===== config.mk =====
export PLATFORM = sky130hd
export DESIGN_NAME = mptw_mem_arbiter
export DESIGN_NICKNAME = d
export VERILOG_FILES = /design/src/rtl/mptw_mem_arbiter_pkg.sv /design/src/rtl/mptw_mem_arbiter_id_fifo.sv /design/src/rtl/mptw_mem_arbiter.sv
export SDC_FILE = /design/constraint.sdc
export NUM_CORES = 1
export LEC_CHECK = 0
export CAP_MARGIN = 15
export CORE_AREA = 2 2 167 169
export DETAILED_ROUTE_END_ITERATION = 12
export DIE_AREA = 0 0 169 171
export GPL_TIMING_DRIVEN = 0
export PLACE_DENSITY_LB_ADDON = 0.08
export SYNTH_ARGS = -nofsm -noshare
export SYNTH_HDL_FRONTEND = slang
export SYNTH_SLANG_ARGS = --single-unit

===== constraint.sdc =====
create_clock -name clk_i -period 3 [get_ports clk_i]
set_input_delay 0.6 -clock clk_i [delete_from_list [all_inputs] [get_ports clk_i]]
set_output_delay 0.6 -clock clk_i [all_outputs]
set_load 0.05 [all_outputs]

===== src/rtl/mptw_mem_arbiter_pkg.sv =====
// rtl/mptw_mem_arbiter_pkg.sv - shared types for the MPT-walker memory arbiter
// Purpose: FSM state encoding, the ID FIFO entry type and a small sizing helper.
// Ports: none (package).
package mptw_mem_arbiter_pkg;

    // Requester index field width inside an ID FIFO entry; covers up to 16 requesters.
    localparam int unsigned MPTW_ARB_IDX_W = 4;

    typedef enum logic {
        MPTW_ARB_RUN   = 1'b0,
        MPTW_ARB_DRAIN = 1'b1
    } mptw_arb_state_e;

    // One entry per in-flight read: who issued it and whether its data is discarded.
    typedef struct packed {
        logic                      drop;
        logic [MPTW_ARB_IDX_W-1:0] idx;
    } mptw_arb_id_t;

    // Pointer width that never collapses to zero bits for a depth of one.
    function automatic int unsigned mptw_clog2_min1(input int unsigned n);
        return (n > 1) ? $clog2(n) : 1;
    endfunction

endpackage


===== src/rtl/mptw_mem_arbiter_id_fifo.sv =====
// rtl/mptw_mem_arbiter_id_fifo.sv - in-order FIFO of issued-read IDs
// Purpose: remembers the issuer (and drop flag) of each outstanding memory read.
// Ports: clk_i/rst_ni clock and async active-low reset; push_i/push_data_i write side;
//        pop_i/pop_data_o read side (head visible while not empty);
//        full_o/empty_o/count_o occupancy.
module mptw_mem_arbiter_id_fifo
    import mptw_mem_arbiter_pkg::*;
#(
    parameter int unsigned DEPTH = 4,
    localparam int unsigned CNT_W = $clog2(DEPTH + 1),
    localparam int unsigned PTR_W = mptw_clog2_min1(DEPTH)
) (
    input  logic             clk_i,
    input  logic             rst_ni,
    input  logic             push_i,
    input  mptw_arb_id_t     push_data_i,
    input  logic             pop_i,
    output mptw_arb_id_t     pop_data_o,
    output logic             full_o,
    output logic             empty_o,
    output logic [CNT_W-1:0] count_o
);

    mptw_arb_id_t     mem_q [DEPTH];
    logic [PTR_W-1:0] wr_ptr_q, rd_ptr_q;
    logic [CNT_W-1:0] count_q;
    logic             do_push, do_pop;

    assign empty_o    = (count_q == '0);
    assign full_o     = (count_q == CNT_W'(DEPTH));
    assign count_o    = count_q;
    assign pop_data_o = mem_q[rd_ptr_q];

    // Pop on empty is ignored; a full FIFO still accepts a push when it pops in the same cycle.
    assign do_pop  = pop_i && !empty_o;
    assign do_push = push_i && (!full_o || do_pop);

    function automatic logic [PTR_W-1:0] ptr_inc(input logic [PTR_W-1:0] p);
        return (p == PTR_W'(DEPTH - 1)) ? '0 : p + 1'b1;
    endfunction

    always_ff @(posedge clk_i or negedge rst_ni) begin
        if (!rst_ni) begin
            wr_ptr_q <= '0;
            rd_ptr_q <= '0;
            count_q  <= '0;
        end else begin
            if (do_push) wr_ptr_q <= ptr_inc(wr_ptr_q);
            if (do_pop)  rd_ptr_q <= ptr_inc(rd_ptr_q);
            if (do_push && !do_pop)      count_q <= count_q + CNT_W'(1);
            else if (do_pop && !do_push) count_q <= count_q - CNT_W'(1);
        end
    end

    always_ff @(posedge clk_i) begin
        if (do_push) mem_q[wr_ptr_q] <= push_data_i;
    end

endmodule


===== src/rtl/mptw_mem_arbiter.sv =====
// rtl/mptw_mem_arbiter.sv - round-robin share of the MPT-walker memory read port
// Purpose: arbitrates NUM_REQ walk requesters onto one in-order read port, routes each
//          response back to its issuer, and drains/discards in-flight reads on flush.
// Ports: clk_i/rst_ni clock and async active-low reset; flush_i drain request;
//        req_valid_i/req_addr_i/req_ready_o requester side (ready one-hot at handshake);
//        rsp_valid_o/rsp_data_o/rsp_err_o registered one-hot response;
//        mem_req_* memory request channel; mem_rsp_* in-order memory response;
//        busy_o reads outstanding or draining.
module mptw_mem_arbiter
    import mptw_mem_arbiter_pkg::*;
#(
    parameter int unsigned NUM_REQ         = 4,
    parameter int unsigned ADDR_WIDTH      = 56,
    parameter int unsigned DATA_WIDTH      = 64,
    parameter int unsigned MAX_OUTSTANDING = 4
) (
    input  logic                          clk_i,
    input  logic                          rst_ni,
    input  logic                          flush_i,
    input  logic [NUM_REQ-1:0]            req_valid_i,
    input  logic [NUM_REQ*ADDR_WIDTH-1:0] req_addr_i,
    output logic [NUM_REQ-1:0]            req_ready_o,
    output logic [NUM_REQ-1:0]            rsp_valid_o,
    output logic [DATA_WIDTH-1:0]         rsp_data_o,
    output logic                          rsp_err_o,
    output logic                          mem_req_valid_o,
    input  logic                          mem_req_ready_i,
    output logic [ADDR_WIDTH-1:0]         mem_req_addr_o,
    input  logic                          mem_rsp_valid_i,
    input  logic [DATA_WIDTH-1:0]         mem_rsp_data_i,
    input  logic                          mem_rsp_err_i,
    output logic                          busy_o
);

    localparam int unsigned IDX_W = $clog2(NUM_REQ);
    localparam int unsigned CNT_W = $clog2(MAX_OUTSTANDING + 1);

    mptw_arb_state_e       state_q, state_d;
    logic [IDX_W-1:0]      rr_ptr_q, rr_ptr_d;
    logic                  lock_q, lock_d;
    logic [IDX_W-1:0]      lock_idx_q, lock_idx_d;
    logic [NUM_REQ-1:0]    rsp_valid_q, rsp_valid_d;
    logic [DATA_WIDTH-1:0] rsp_data_q, rsp_data_d;
    logic                  rsp_err_q, rsp_err_d;

    logic [ADDR_WIDTH-1:0] req_addr_arr [NUM_REQ];
    logic                  arb_found;
    logic [IDX_W-1:0]      arb_idx;
    logic [IDX_W:0]        cand;
    logic [IDX_W-1:0]      issue_idx;
    logic                  handshake;

    logic                  fifo_full, fifo_empty;
    logic [CNT_W-1:0]      fifo_count;
    mptw_arb_id_t          push_id, head_id;
    logic                  rsp_take, rsp_drop;

    for (genvar g = 0; g < NUM_REQ; g++) begin : g_addr
        assign req_addr_arr[g] = req_addr_i[g*ADDR_WIDTH +: ADDR_WIDTH];
    end

    // Round-robin: first valid requester at or after rr_ptr_q. cand carries one extra
    // bit so rr_ptr + i can be wrapped without modulo for non-power-of-two NUM_REQ.
    always_comb begin
        arb_found = 1'b0;
        arb_idx   = '0;
        cand      = '0;
        for (int i = 0; i < NUM_REQ; i++) begin
            cand = {1'b0, rr_ptr_q} + (IDX_W+1)'(i);
            if (cand >= (IDX_W+1)'(NUM_REQ)) cand = cand - (IDX_W+1)'(NUM_REQ);
            if (!arb_found && req_valid_i[cand[IDX_W-1:0]]) begin
                arb_found = 1'b1;
                arb_idx   = cand[IDX_W-1:0];
            end
        end
    end

    // A stalled request keeps its grant until accepted, even across a flush.
    assign issue_idx       = lock_q ? lock_idx_q : arb_idx;
    assign mem_req_valid_o = lock_q
                           | ((state_q == MPTW_ARB_RUN) && !flush_i && !fifo_full && arb_found);
    assign mem_req_addr_o  = req_addr_arr[issue_idx];
    assign handshake       = mem_req_valid_o && mem_req_ready_i;

    always_comb begin
        req_ready_o = '0;
        for (int i = 0; i < NUM_REQ; i++) begin
            req_ready_o[i] = handshake && (issue_idx == IDX_W'(i));
        end
    end

    // A read issued while flushing or draining belongs to the old context.
    assign push_id.drop = flush_i || (state_q == MPTW_ARB_DRAIN);
    assign push_id.idx  = MPTW_ARB_IDX_W'(issue_idx);

    mptw_mem_arbiter_id_fifo #(
        .DEPTH(MAX_OUTSTANDING)
    ) u_id_fifo (
        .clk_i      (clk_i),
        .rst_ni     (rst_ni),
        .push_i     (handshake),
        .push_data_i(push_id),
        .pop_i      (mem_rsp_valid_i),
        .pop_data_o (head_id),
        .full_o     (fifo_full),
        .empty_o    (fifo_empty),
        .count_o    (fifo_count)
    );

    assign rsp_take = mem_rsp_valid_i && !fifo_empty;
    assign rsp_drop = head_id.drop || (state_q == MPTW_ARB_DRAIN) || flush_i;

    always_comb begin
        state_d     = state_q;
        rr_ptr_d    = rr_ptr_q;
        lock_d      = lock_q;
        lock_idx_d  = lock_idx_q;
        rsp_valid_d = '0;
        rsp_data_d  = rsp_data_q;
        rsp_err_d   = rsp_err_q;

        case (state_q)
            MPTW_ARB_RUN:   if (flush_i) state_d = MPTW_ARB_DRAIN;
            MPTW_ARB_DRAIN: if (fifo_count == '0 && !flush_i && !lock_q) state_d = MPTW_ARB_RUN;
            default:        state_d = MPTW_ARB_RUN;
        endcase

        if (handshake) begin
            lock_d   = 1'b0;
            rr_ptr_d = (issue_idx == IDX_W'(NUM_REQ - 1)) ? '0 : issue_idx + 1'b1;
        end else if (mem_req_valid_o) begin
            lock_d     = 1'b1;
            lock_idx_d = issue_idx;
        end

        if (rsp_take) begin
            rsp_data_d = mem_rsp_data_i;
            rsp_err_d  = mem_rsp_err_i;
            if (!rsp_drop) begin
                for (int i = 0; i < NUM_REQ; i++) begin
                    rsp_valid_d[i] = (head_id.idx == MPTW_ARB_IDX_W'(i));
                end
            end
        end
    end

    always_ff @(posedge clk_i or negedge rst_ni) begin
        if (!rst_ni) begin
            state_q     <= MPTW_ARB_RUN;
            rr_ptr_q    <= '0;
            lock_q      <= 1'b0;
            lock_idx_q  <= '0;
            rsp_valid_q <= '0;
            rsp_data_q  <= '0;
            rsp_err_q   <= 1'b0;
        end else begin
            state_q     <= state_d;
            rr_ptr_q    <= rr_ptr_d;
            lock_q      <= lock_d;
            lock_idx_q  <= lock_idx_d;
            rsp_valid_q <= rsp_valid_d;
            rsp_data_q  <= rsp_data_d;
            rsp_err_q   <= rsp_err_d;
        end
    end

    assign rsp_valid_o = rsp_valid_q;
    assign rsp_data_o  = rsp_data_q;
    assign rsp_err_o   = rsp_err_q;
    assign busy_o      = (fifo_count != '0) || (state_q == MPTW_ARB_DRAIN);

    // Memory must never answer a read that was not issued.
    a_no_spurious_rsp: assert property (@(posedge clk_i) disable iff (!rst_ni)
                                        !(mem_rsp_valid_i && fifo_empty));

endmodule


run_1/floorplan.png
Bar = 50 µm. Pins as bars on the die edge.
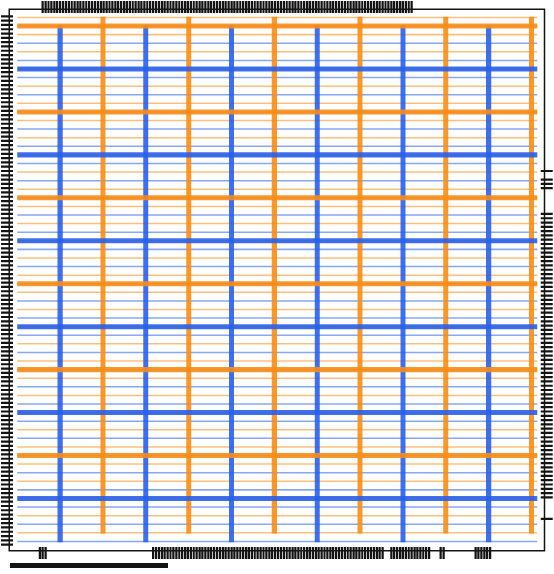
[VSS] blue
[VDD] orange
met5 straps: 12
rows: 61
die height: 171 µm
worst vdd rail ir drop: 0.6623 mV

run_1/class_map.png
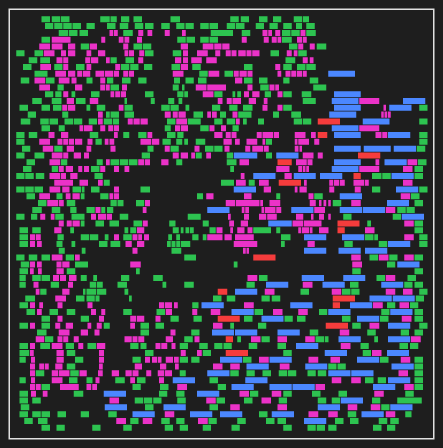
[remaining logic cells] magenta | cells: 495 | share of their area: 34%
[clock drivers and dummy loads] red | cells: 16 | share of their area: 2.5%
[registers] blue | cells: 94 | share of their area: 20%
[remaining buffers and delay cells] green | cells: 534 | share of their area: 43%
share of cell area taken by flip-flops and latches: 0.1968
Floorplan Core Area: 27320 µm²

run_1/clock_wires.png
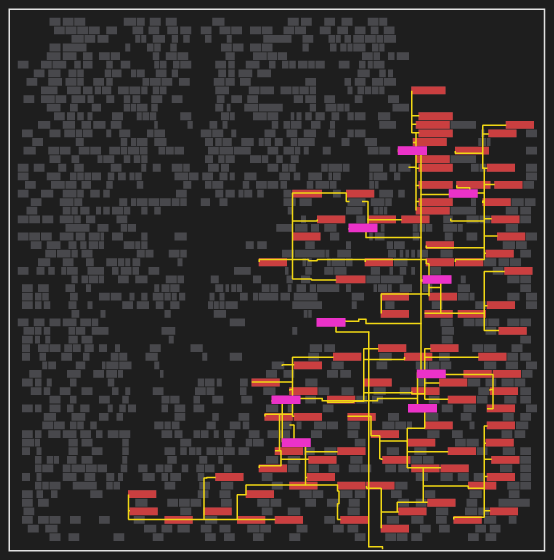
[flip-flops] red | count: 94
[clock-net drivers] magenta | count: 9
[clock wires] yellow | length: 1320 µm
routed clock nets: 10
power in the clock group: 0.00115 W
clock insertion delay at the later pin of the skew report: 350 ps

==> impl_table.tex, run 1 <==
% Table of physical implementation metrics
\begin{tabular}{lr}
\hline
Metric & Value \\
\hline
\multicolumn{2}{l}{\textbf{Pwr}} \\
\quad Part of the power in combinational logic & 0.766 \\
\quad Static Leakage & 4.953 nW \\
\quad Relative contribution of sequential cells to total power & 0.146 \\
\quad NetSw & 0.007141 W \\
\quad Total Power & 0.01318 W \\
\quad Clock network fraction of design power & 0.088 \\
\quad Switching portion of total power & 0.5420 \\
\multicolumn{2}{l}{\textbf{Critical path}} \\
\quad Largest stage delay, worst path & 270 ps \\
\quad Crit path kind & in -> out \\
\quad Worst endpoint required time & 2400 ps \\
\quad Category of cells accounting for the largest share of critical-path delay & buffers and inverters \\
\quad Maximum fanout count along the critical path & 10 \\
\quad Worst setup path start & req\_valid\_i[3] \\
\quad Crit end category & output pin \\
\quad CP arrival & 2350 ps \\
\quad Critical-path cell with the highest stage delay & sky130\_fd\_sc\_hd\_\_a211oi\_2 \\
\quad Cell Chain, Critical Path & clkdlybuf4s15\_2, nor3b\_2, a211oi\_2, o221ai\_4, buf\_12, buf\_4, a22o\_1, nand3\_1, buf\_6 \\
\quad R2r startpoint & u\_id\_fifo.count\_o[0] \\
\quad Buffer-and-inverter tally for the worst setup path & 4 \\
\multicolumn{2}{l}{\textbf{Global routing}} \\
\quad Initial antenna violation count & 3 \\
\quad Congestion Overflow GR & 0 \\
\quad Largest net degree at the start of global routing & 61 \\
\quad Global router's overall resource usage & 0.2119 \\
\multicolumn{2}{l}{\textbf{Clock network}} \\
\quad Cell resize tally after clock tree synthesis & 523 \\
\quad Root buffer selected by CTS & sky130\_fd\_sc\_hd\_\_clkbuf\_16 \\
\quad Number of buffers on the longest clock path & 2 \\
\quad Clock transition at path regs & 80 ps \\
\quad Depth of the CTS H-tree & 3 \\
\quad CTS sink count & 94 \\
\quad Count of buffers added by post-CTS timing repair for setup & 11 \\
\quad Inserted Clock Buffers & 9 \\
\quad Clock tree from TritonCTS & done \\
\quad Hold buffers post-CTS & 0 \\
\multicolumn{2}{l}{\textbf{Yosys}} \\
\quad Post-synth mux share & 0.1332 \\
\quad Area share of xor/xnor cells in the synthesized design & 0.004036 \\
\quad Area reported by Yosys stat & 6510 µm² \\
\quad Syn Std Cell Area & 6510 µm² \\
\quad Number of cells in the yosys synthesis report & 681 \\
\quad Top-area cell type share of the netlist area & 0.3152 \\
\quad Syn\_area\_per\_cell & 9.559 µm² \\
\quad Share of synthesized cell area in and, or, nand and nor gates & 0.2404 \\
\quad Async set-or-reset flop fraction in the synthesized netlist & 0.8723 \\
\quad Sequential-to-total area share from yosys stat & 0.3706 \\
\quad Ranking of synthesized cells by area & sky130\_fd\_sc\_hd\_\_dfrtp\_1 32\%, sky130\_fd\_sc\_hd\_\_nand4\_1 16\%, sky130\_fd\_sc\_hd\_\_mux2\_2 12\% \\
\quad AND-OR/OR-AND Cells, Area Fraction & 0.1620 \\
\quad Netlist cell types & 42 \\
\quad Nets at Floorplan & 990 \\
\quad Biggest combinational cell group after synthesis & simple AND/OR/NAND/NOR gates \\
\quad Flip-flops with a built-in enable & 12 \\
\quad Post-synth regs & 94 \\
\quad Area fraction in full adders, half adders and majority gates & 0.02229 \\
\quad Synth warn & 0 \\
\quad Most common reg cell & sky130\_fd\_sc\_hd\_\_dfrtp\_1 \\
\quad Leading area contributor after synthesis & sky130\_fd\_sc\_hd\_\_dfrtp\_1 \\
\quad Syn Inst Count & 681 \\
\multicolumn{2}{l}{\textbf{Final timing}} \\
\quad Tmin final & 2952 ps \\
\quad Setup Skew & 10.59 ps \\
\quad Final hold slack & 137.8 ps \\
\quad Top achievable clock speed & 338.8 MHz \\
\quad Worst Tran Pin Value & 576.9 ps \\
\quad Max\_slew headroom & 0.6154 \\
\quad Final-layout setup total negative slack & 0 ps \\
\quad Part of the cycle the worst path needs & 0.9840 \\
\quad Final worst-path setup slack & 48.00 ps \\
\quad Setup repair after global routing missed its margin & yes \\
\multicolumn{2}{l}{\textbf{Outcome}} \\
\quad Status & completed \\
\multicolumn{2}{l}{\textbf{Finish}} \\
\quad Multi-input combinational cell count & 485 \\
\quad Non-clock inverter count & 10 \\
\quad Dominant class by area & buffers \\
\quad Final nets & 1443 \\
\quad Layout area overhead & 88.45\% \\
\quad Seq. cell area & 2415 µm² \\
\quad Count of clock-net buffers in the final layout & 9 \\
\quad Share of layout cells above drive strength 1 & 0.2853 \\
\quad Number of standard cells in the final layout excluding fillers & 1487 \\
\quad Number of antenna repair diodes & 2 \\
\quad Combinational gate area & 4006 µm² \\
\quad Relative area of clock buffers and inverters in the final design & 0.02438 \\
\quad Number of filler cells placed in the layout & 2704 \\
\quad Number of signal-net buffers in the layout & 534 \\
\quad Utilization after layout & 0.4490 \\
\multicolumn{2}{l}{\textbf{Die}} \\
\quad Die span in x & 169 µm \\
\quad Floorplan utilization & 0.2383 \\
\quad Count of pins on the block boundary & 429 \\
\quad Die area & 28900 µm² \\
\quad Floorplan row count & 61 \\
\multicolumn{2}{l}{\textbf{Placed design}} \\
\quad Number of placed instances with taps included & 1456 \\
\quad Place WS & -1362 ps \\
\quad Count of input and output buffers & 428 \\
\quad HPWL reported at the end of detailed placement & 25.83 mm \\
\quad Placed standard-cell area & 11250 µm² \\
\multicolumn{2}{l}{\textbf{Routing}} \\
\quad ANT nets after route & 0 \\
\quad Iteration tally of the first detailed-router pass & 5 \\
\quad Via-to-Cell Ratio & 5.128 \\
\quad Vias & 7625 \\
\quad Drt first-iter violations & 447 \\
\multicolumn{2}{l}{\textbf{Flow run}} \\
\quad Count of maximum capacitance violations & 0 \\
\quad Tool warning count & 33 \\
\hline
\end{tabular}
run 1: power groups by stage:
stage / logic (W) / clock network [W] / registers (W)
after global placement: 0.00934 / 0 / 0.00194
after CTS: 0.00983 / 0.00120 / 0.00193
after floorplan: 0.00500 / 0 / 0.00297
after global routing: 0.0106 / 0.00126 / 0.00198
final: 0.0101 / 0.00115 / 0.00193
after detailed placement: 0.00931 / 0 / 0.00195
run 1: cells in the final DEF (no fill, tap or decap), types with 3 or more instances in the layout:
| cell type | count |
|---|---|
| sky130_fd_sc_hd__a22o_1 | 56 |
| sky130_fd_sc_hd__and2_1 | 7 |
| sky130_fd_sc_hd__buf_2 | 16 |
| sky130_fd_sc_hd__buf_4 | 57 |
| sky130_fd_sc_hd__buf_6 | 41 |
| sky130_fd_sc_hd__buf_8 | 9 |
| sky130_fd_sc_hd__clkbuf_1 | 7 |
| sky130_fd_sc_hd__clkbuf_16 | 10 |
| sky130_fd_sc_hd__clkbuf_2 | 26 |
| sky130_fd_sc_hd__clkbuf_4 | 10 |
| sky130_fd_sc_hd__clkdlybuf4s50_1 | 362 |
| sky130_fd_sc_hd__dfrtp_1 | 80 |
| sky130_fd_sc_hd__edfxtp_1 | 12 |
| sky130_fd_sc_hd__ha_1 | 9 |
| sky130_fd_sc_hd__inv_1 | 8 |
| sky130_fd_sc_hd__inv_6 | 3 |
| sky130_fd_sc_hd__mux2_2 | 71 |
| sky130_fd_sc_hd__mux4_2 | 3 |
| sky130_fd_sc_hd__nand2_1 | 6 |
| sky130_fd_sc_hd__nand2b_1 | 4 |
| sky130_fd_sc_hd__nand3_1 | 45 |
| sky130_fd_sc_hd__nand3_2 | 11 |
| sky130_fd_sc_hd__nand4_1 | 168 |
| sky130_fd_sc_hd__nor2_1 | 10 |
| sky130_fd_sc_hd__o21ai_0 | 4 |
| sky130_fd_sc_hd__o31ai_1 | 19 |
| sky130_fd_sc_hd__o31ai_2 | 33 |
| sky130_fd_sc_hd__o31ai_4 | 4 |
run 1: final timing paths:
path	slack, ps	end	cells after the start
min	140	rsp_data_o[3]	1
min reg2reg	500	lock_idx_q[0]	1
max reg2reg	370	u_id_fifo.count_o[2]	9
max	50	mem_req_addr_o[51]	9
min in group clk_i	500	lock_idx_q[0]	1
max in group asynchronous	2220	rr_ptr_q[1]	2
run 1: state kept, by name (all words and copies together) (netlist names):
name / cells
rsp_data_o: 64
u_id_fifo.mem_q: 12
rsp_valid_o: 4
u_id_fifo.count_o: 3
lock_idx_q: 2
rr_ptr_q: 2
u_id_fifo.rd_ptr_q: 2
u_id_fifo.wr_ptr_q: 2
lock_q: 1
rsp_err_o: 1
state_q: 1
run 1: metal layers:
metal,GRT usage,routed length (µm)
met1,0.2537,12880
met2,0.3836,16540
met3,0.05690,2489
met4,0.03902,357
met5,0,13
run 1: Yosys cell counts, drive strengths merged (3+ instances only):
cell    number
nand2b       5
nand4      168
and2         9
mux4         3
ha          10
nand3       57
nor2        10
nand2        7
buf         44
a22o        56
clkbuf      48
o21ai        5
dfrtp       82
o31ai       56
inv         10
edfxtp      12
mux2        71
==> run 2: changes to the inputs <==
REMOVE_ABC_BUFFERS = 1   (was default)
run_2/layers.png
Bar = 50 µm.
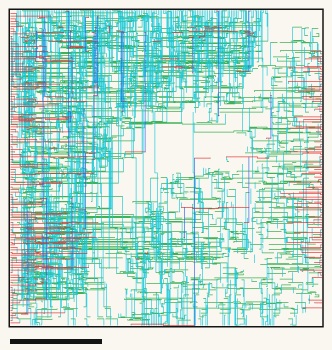
[M4] blue | wire length: 1090 µm
[M2] cyan | wire length: 17600 µm
[M3] red | wire length: 2740 µm
[M1] green | wire length: 14200 µm
Vias: 8078
total wire length: 35.63 mm
wire length per cell after detailed routing: 23.90 µm

run_2/congestion_map.png
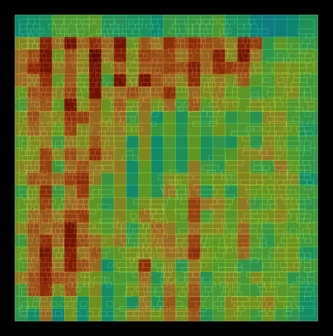
GRT met2 Usage: 0.3819
met3 Resource Use GR: 0.05575
utilization after layout: 0.4895
routing layer with the top usage in global route: met2
GR Util met1: 0.2694

==> impl_table.tex, run 2 <==
% Table of physical implementation metrics
\begin{tabular}{lr}
\hline
Metric & Value \\
\hline
\multicolumn{2}{l}{\textbf{Outcome}} \\
\quad Status & completed \\
\multicolumn{2}{l}{\textbf{Critical path}} \\
\quad Crit end category & output pin \\
\quad Cell Chain, Critical Path & and3b\_1, a211oi\_2, o221ai\_4, buf\_12, buf\_16, buf\_16, a22o\_1, nand3\_2, buf\_8 \\
\quad Worst reg2reg setup slack & 420 ps \\
\quad Cell mode on critical path & sky130\_fd\_sc\_hd\_\_buf\_16 \\
\quad Worst Reg2Reg Path Length in Cells & 10 \\
\quad Worst endpoint required time & 2400 ps \\
\quad Crit path kind & reg -> out \\
\quad Critical-path cell with the highest stage delay & sky130\_fd\_sc\_hd\_\_dfrtp\_2 \\
\quad Element type at the critical path start & register \\
\quad Reg-to-reg endpoint & u\_id\_fifo.count\_o[2] \\
\quad Maximum fanout count along the critical path & 8 \\
\quad Largest stage delay, worst path & 470 ps \\
\quad R2r startpoint & lock\_q \\
\quad CP arrival & 2380 ps \\
\multicolumn{2}{l}{\textbf{Yosys}} \\
\quad Syn\_area\_per\_cell & 9.559 µm² \\
\quad Top-area cell type share of the netlist area & 0.3152 \\
\quad Sequential-to-total area share from yosys stat & 0.3706 \\
\quad Syn Inst Count & 681 \\
\quad Number of cells in the yosys synthesis report & 681 \\
\quad Ranking of synthesized cells by area & sky130\_fd\_sc\_hd\_\_dfrtp\_1 32\%, sky130\_fd\_sc\_hd\_\_nand4\_1 16\%, sky130\_fd\_sc\_hd\_\_mux2\_2 12\% \\
\quad Syn Std Cell Area & 6510 µm² \\
\quad Most frequent cells after synthesis & 168 x sky130\_fd\_sc\_hd\_\_nand4\_1, 82 x sky130\_fd\_sc\_hd\_\_dfrtp\_1, 71 x sky130\_fd\_sc\_hd\_\_mux2\_2, 57 x sky130\_fd\_sc\_hd\_\_nand3\_1 \\
\quad Flip-flops with a built-in enable & 12 \\
\quad Synth warn & 0 \\
\quad Area reported by Yosys stat & 6510 µm² \\
\quad Leading area contributor after synthesis & sky130\_fd\_sc\_hd\_\_dfrtp\_1 \\
\quad Async set-or-reset flop fraction in the synthesized netlist & 0.8723 \\
\quad Cell with the most instances after synthesis & sky130\_fd\_sc\_hd\_\_nand4\_1 \\
\quad Post-synth regs & 94 \\
\quad Netlist cell types & 42 \\
\quad Most common reg cell & sky130\_fd\_sc\_hd\_\_dfrtp\_1 \\
\multicolumn{2}{l}{\textbf{Clock network}} \\
\quad Number of buffers on the longest clock path & 2 \\
\quad Inserted Clock Buffers & 9 \\
\quad Clock transition at path regs & 70 ps \\
\quad Root buffer selected by CTS & sky130\_fd\_sc\_hd\_\_clkbuf\_16 \\
\quad Clock insertion delay at the later pin of the skew report & 340 ps \\
\quad CTS sink count & 94 \\
\quad Depth of the CTS H-tree & 3 \\
\quad Hold buffers post-CTS & 0 \\
\quad Clock tree from TritonCTS & done \\
\multicolumn{2}{l}{\textbf{Finish}} \\
\quad Share of layout cells above drive strength 1 & 0.2911 \\
\quad Final nets & 1441 \\
\quad Layout area overhead & 105.5\% \\
\quad Number of standard cells in the final layout excluding fillers & 1491 \\
\quad Most frequent cells in the layout & 362 x sky130\_fd\_sc\_hd\_\_clkdlybuf4s50\_1, 168 x sky130\_fd\_sc\_hd\_\_nand4\_1, 78 x sky130\_fd\_sc\_hd\_\_dfrtp\_1 \\
\quad Commonest Layout Cell & sky130\_fd\_sc\_hd\_\_clkdlybuf4s50\_1 \\
\quad Number of flip-flops under the largest register name & 64 \\
\multicolumn{2}{l}{\textbf{Routing}} \\
\quad Via-to-Cell Ratio & 5.418 \\
\quad Iteration tally of the first detailed-router pass & 4 \\
\quad Drt first-iter violations & 525 \\
\quad ANT nets after route & 0 \\
\quad DRC errors left & 0 \\
\multicolumn{2}{l}{\textbf{Final timing}} \\
\quad Tmin final & 2977 ps \\
\quad Setup Skew & 10.63 ps \\
\quad Top achievable clock speed & 335.9 MHz \\
\quad Part of the cycle the worst path needs & 0.9922 \\
\quad Setup repair after global routing missed its margin & yes \\
\quad Final-layout setup total negative slack & 0 ps \\
\quad Final hold slack & 184.0 ps \\
\quad Final Hold Vio Count & 0 \\
\quad Max\_slew headroom & 0.5097 \\
\quad Final Max Tran Viols & 0 \\
\quad Final tally of setup violations & 0 \\
\quad Worst Tran Pin Value & 735.4 ps \\
\multicolumn{2}{l}{\textbf{Pwr}} \\
\quad Switching portion of total power & 0.5077 \\
\quad Clock network fraction of design power & 0.078 \\
\quad Worst vdd rail ir drop & 0.8120 mV \\
\quad P per Cell Area & 1146 nW/µm² \\
\quad Total Power & 0.01533 W \\
\quad Part of the power in combinational logic & 0.792 \\
\quad NetSw & 0.007785 W \\
\quad Internal power of the cells & 0.007548 W \\
\quad Static Leakage & 5.510 nW \\
\quad Relative contribution of sequential cells to total power & 0.129 \\
\multicolumn{2}{l}{\textbf{Placed design}} \\
\quad Count of input and output buffers & 428 \\
\quad HPWL reported at the end of detailed placement & 22.77 mm \\
\quad Number of placed instances with taps included & 1383 \\
\quad Final weighted congestion of routability-driven global placement & 0.8005 \\
\multicolumn{2}{l}{\textbf{Global routing}} \\
\quad Initial antenna violation count & 8 \\
\quad First-pass GRT wire length & 48.86 mm \\
\quad Congestion Overflow GR & 0 \\
\quad Vias in the first global route & 7887 \\
\quad Largest net degree at the start of global routing & 70 \\
\quad Global router's overall resource usage & 0.2234 \\
\multicolumn{2}{l}{\textbf{Die}} \\
\quad Die height & 171 µm \\
\quad Count of pins on the block boundary & 429 \\
\quad Die span in x & 169 µm \\
\quad Floorplan utilization & 0.2383 \\
\quad Die area & 28900 µm² \\
\quad Floorplan Core Area & 27320 µm² \\
\quad Floorplan row count & 61 \\
\multicolumn{2}{l}{\textbf{Min path}} \\
\quad Worst hold-check path type & in -> async \\
\multicolumn{2}{l}{\textbf{Flow run}} \\
\quad Count of maximum capacitance violations & 0 \\
\quad Tool warning count & 33 \\
\hline
\end{tabular}
## run 2: cell count changes in the layout (fill, tap and decap cells not counted), sizes merged, moves of 2 or more
cell           delta
clkinvlp          +2
bufbuf            +2
nand3             +3
clkdlybuf4s15     -2
diode             +6
clkinv            -2
buf              +22
nand2b            +2
clkbuf           -35
inv               +2
## run 2: power groups by stage
stage	registers [W]	logic, W	clock network (W)
finish	0.00198	0.0121	0.00120
global route	0.00204	0.0126	0.00130
CTS	0.00197	0.0112	0.00126
detailed placement	0.00197	0.00946	0
global placement	0.00195	0.00911	0
floorplan	0.00297	0.00479	0
## run 2: kinds of logic (layout without fill, tap and decap cells)
| logic type | count (synthesis) | after routing | share of synthesized area |
|---|---|---|---|
| simple gates | 268 | 274 | 0.2404 |
| compound gates | 129 | 130 | 0.1620 |
| buf+inv | 102 | 551 | 0.06746 |
| flops | 94 | 94 | 0.3706 |
| mux | 74 | 74 | 0.1332 |
| fa+ha+maj | 11 | 11 | 0.02229 |
| xor+xnor | 3 | 3 | 0.004037 |
| other cells | 0 | 8 | 0 |
## run 2: routing by layer
metal	global-route usage	up-vias	part of all wire	routed length [µm]
li1	-	3659	-	-
met1	0.2694	3967	0.40	14220
met2	0.3819	396	0.49	17590
met3	0.05575	56	0.077	2738
met4	0.08993	0	0.030	1085
met5	0	-	0	0
## run 2: what timing repair did
| item | 4_1_cts | 5_1_grt |
|---|---|---|
| resized | 495 | 70 |
| setup buffers | 40 | 16 |
| setup endpoints to repair | 68 | 62 |
| pin swaps | 69 | 48 |
| cloned | 19 | 10 |
## run 2: how the worst max path moves through the flow
| stage | start | endpoint | cells past startpoint |
|---|---|---|---|
| finish | rr_ptr_q[1] | mem_req_addr_o[32] | 9 |
| global route | rr_ptr_q[1] | mem_req_addr_o[8] | 9 |
| CTS | rr_ptr_q[1] | mem_req_addr_o[51] | 10 |
| detailed placement | req_valid_i[0] | mem_req_addr_o[10] | 9 |
| global placement | req_valid_i[0] | mem_req_addr_o[10] | 8 |
| floorplan | req_valid_i[0] | req_ready_o[3] | 6 |
## run 2: layout make-up
cell class / count / area (µm²)
sequential: 94 / 2420
timing repair buffer: 522 / 6008
tap: 346 / 432.9
clock inverter: 7 / 91.34
fill: 2590 / 13950
inverter: 10 / 53.80
antenna: 8 / 20.02
timing repair inverter: 3 / 28.78
clock buffer: 9 / 225.2
multi-input combinational: 492 / 4095
## run 2: worst max-delay path, delay by kind of cell, from the launching register on
| family | cells | cell delay, ps |
|---|---|---|
| flip-flops | 1 | 470 |
| buffers and inverters | 4 | 630 |
| AND-OR/OR-AND | 3 | 610 |
| AND/OR/NAND/NOR | 2 | 290 |
## run 2: through the flow
stage,worst slack [ps],cell area (µm²)
floorplan,-3749,6108
global placement,-9626,10830
detailed placement,-2783,11340
CTS,-96.61,12750
global route,-56.14,13380
finish,23.32,13380
Power and IR drop assume default switching activity.
